==> config.mk <==
export PLATFORM = sky130hd
export DESIGN_NAME = isa_pd_write_latch
export DESIGN_NICKNAME = d
export VERILOG_FILES = /design/src/rtl/isa_pd_write_latch.sv
export SDC_FILE = /design/constraint.sdc
export NUM_CORES = 1
export LEC_CHECK = 0
export CAP_MARGIN = 20
export CORE_AREA = 8 8 98 56
export DETAILED_ROUTE_END_ITERATION = 6
export DIE_AREA = 0 0 106 64
export PLACE_DENSITY = 0.78
export SETUP_SLACK_MARGIN = 0.02
export SYNTH_ARGS = -nofsm -noshare
export SYNTH_HDL_FRONTEND = slang
export SYNTH_SLANG_ARGS = --single-unit
==> constraint.sdc <==
create_clock -name clk_i -period 1.18 [get_ports clk_i]
set_input_delay 0.236 -clock clk_i [delete_from_list [all_inputs] [get_ports clk_i]]
set_output_delay 0.236 -clock clk_i [all_outputs]
set_load 0.01 [all_outputs]
==> images/io_fan.png <==
The bar under the picture is 20 microns long.
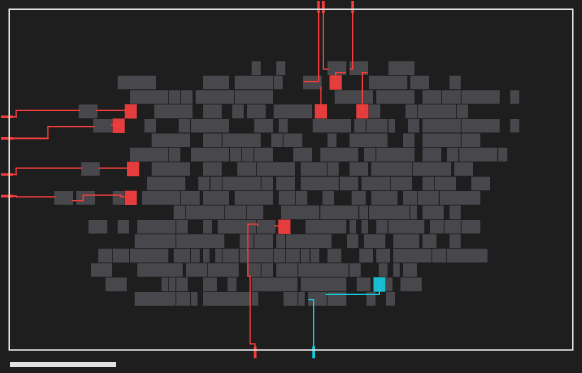
red -> sd_i  # direction input, edge 4 left, 3 top, 1 bottom, end cells 8, buffers 8, wire 164 microns
cyan -> ovr_clr_i  # direction input, edge bottom, end cells 1, buffers 1, wire 22.1 microns
PortBufs: 25
I/O Pins: 26

==> images/layer_met3.png <==
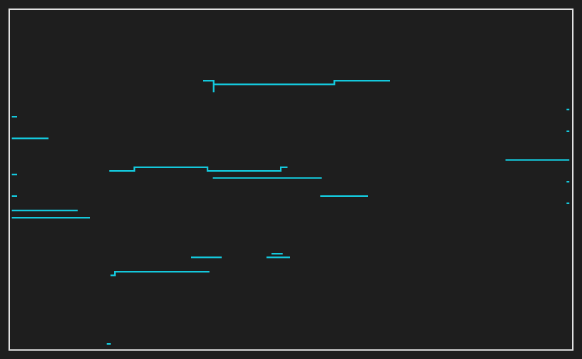
longest straight run = 22.8 microns
main direction = horizontal
share of all routed wire = 5.0%
wire length on this layer = 181 microns
Routed WL: 3590 microns
GR Util met3: 0.0470
routed via count: 1229

==> images/detail.png <==
The bar under the picture is 10 microns long. Window x 14 to 39, y 4 to 29 microns. Cells in gray, sequential cells in the stronger gray; small squares are vias.
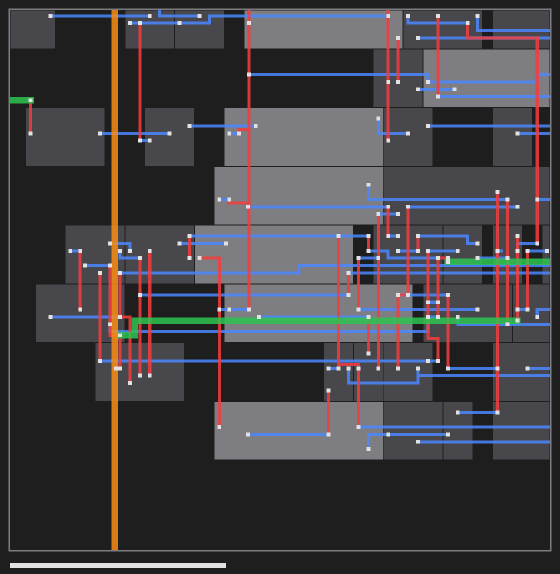
red -> metal 2
green -> metal 3
orange -> metal 4
blue -> metal 1
most frequent = and2_1 (5), dfxtp_1 (4)
sequential cells in the window = 7
cells with their middle in the window = 32

==> flow_summary.toml <==
# physical design summary
[die]
chip_area_sq_um = 6780
die-height_microns = 64
fp_util = 0.429

[placed_design]
globalplace.congestion = 0.860
place_inst = 253
place_area_sq_um = 2200

[pwr]
power_frac_comb = 0.038
swShare = 0.206
p_leak_uw = 0.000971
p_sw_uw = 581
p_seq_frac = 0.623

[timing]
hold_violations = 0
fin_skew_ps = 5.58
fin_crit_sh = 1.03
max_slew_margin = 0.803
layout_setup_ws_ps = -40.9
setup_viol = 15
worstMarginPinSlew_ps = 295

[critical_path]
critical_path_class = "flop to flop"
worstRegToRegCells = 6
worst-path-max-fanout = 5

[clock_network]
clk_path_buf_depth = 2
clk_latency_ps = 300
cts.sinks = 51

[yosys]
yosys_cells = 163
fa_ha_area_frac = 0.0141
synth-simple-area-share = 0.233
syn_avg_cell_area_sq_um = 10.9
ys_area_sq_um = 1780
mux_share = 0.0900
synth-edff-count = 0
ys_seq_share = 0.573

[routing]
dr.first_iter.drc_count = 66
top_layer = "met4"
drc = 0

[status]
violations = "setup timing"
status = "finished with violations"

[cells_and_area]
n_antenna_cell = 0

[global_routing]
antenna_found_initial = 0
power groups by stage:
| stage | sequential [uW] | combinational, uW | clock (uW) |
|---|---|---|---|
| floorplan | 1800 | 47.1 | 0 |
| global placement | 1800 | 103 | 0 |
| detailed placement | 1800 | 105 | 0 |
| CTS | 1760 | 106 | 986 |
| global route | 1760 | 117 | 1080 |
| finish | 1760 | 106 | 955 |
layout make-up:
cell class              instances  share of cell area
flip-flops and latches         51               0.431
multi-input cells             102               0.343
repair buffers                 45               0.156
clock buffers                   6              0.0299
well taps                      57              0.0294
inverters                       4             0.00619
clock inverters                 2             0.00464
synthesized netlist by cell type (all sizes together) (2+ instances only):
cell type  number  area share
nand2           3      0.0063
nand4           2      0.0070
nand3           5       0.017
clkbuf          4      0.0084
nor2            6       0.013
mux2i          16       0.090
inv             4      0.0084
ha              2       0.014
o21ai           3      0.0084
nor2b          19       0.067
a21oi           3       0.011
nand2b          2      0.0070
nor3            2      0.0056
and2           21       0.074
dfxtp          51        0.57
buf             2      0.0056
placed cells by master, fill, tap and decap left out, types with 2 or more instances in the layout:
master / synthesis / routed
a21oi_2: 1 / 2
and2_1: 21 / 21
buf_4: 0 / 13
buf_6: 0 / 7
clkbuf_2: 0 / 10
clkbuf_8: 0 / 5
clkdlybuf4s50_1: 0 / 14
dfxtp_1: 51 / 40
dfxtp_2: 0 / 7
dfxtp_4: 0 / 4
ha_4: 0 / 2
inv_1: 4 / 3
mux2i_1: 16 / 16
nand2_1: 3 / 2
nand2b_1: 2 / 2
nand3_1: 4 / 3
nand4_1: 2 / 2
nor2_1: 6 / 6
nor2b_1: 19 / 18
o21ai_0: 3 / 2
critical path, stage by stage (launching register included):
cell and delay, ps:
dfxtp_2 350, buf_6 110, buf_4 120, nand3b_1 140, buf_6 150, mux2i_1 180
nor2b_1 60
Power and IR drop assume default switching activity.
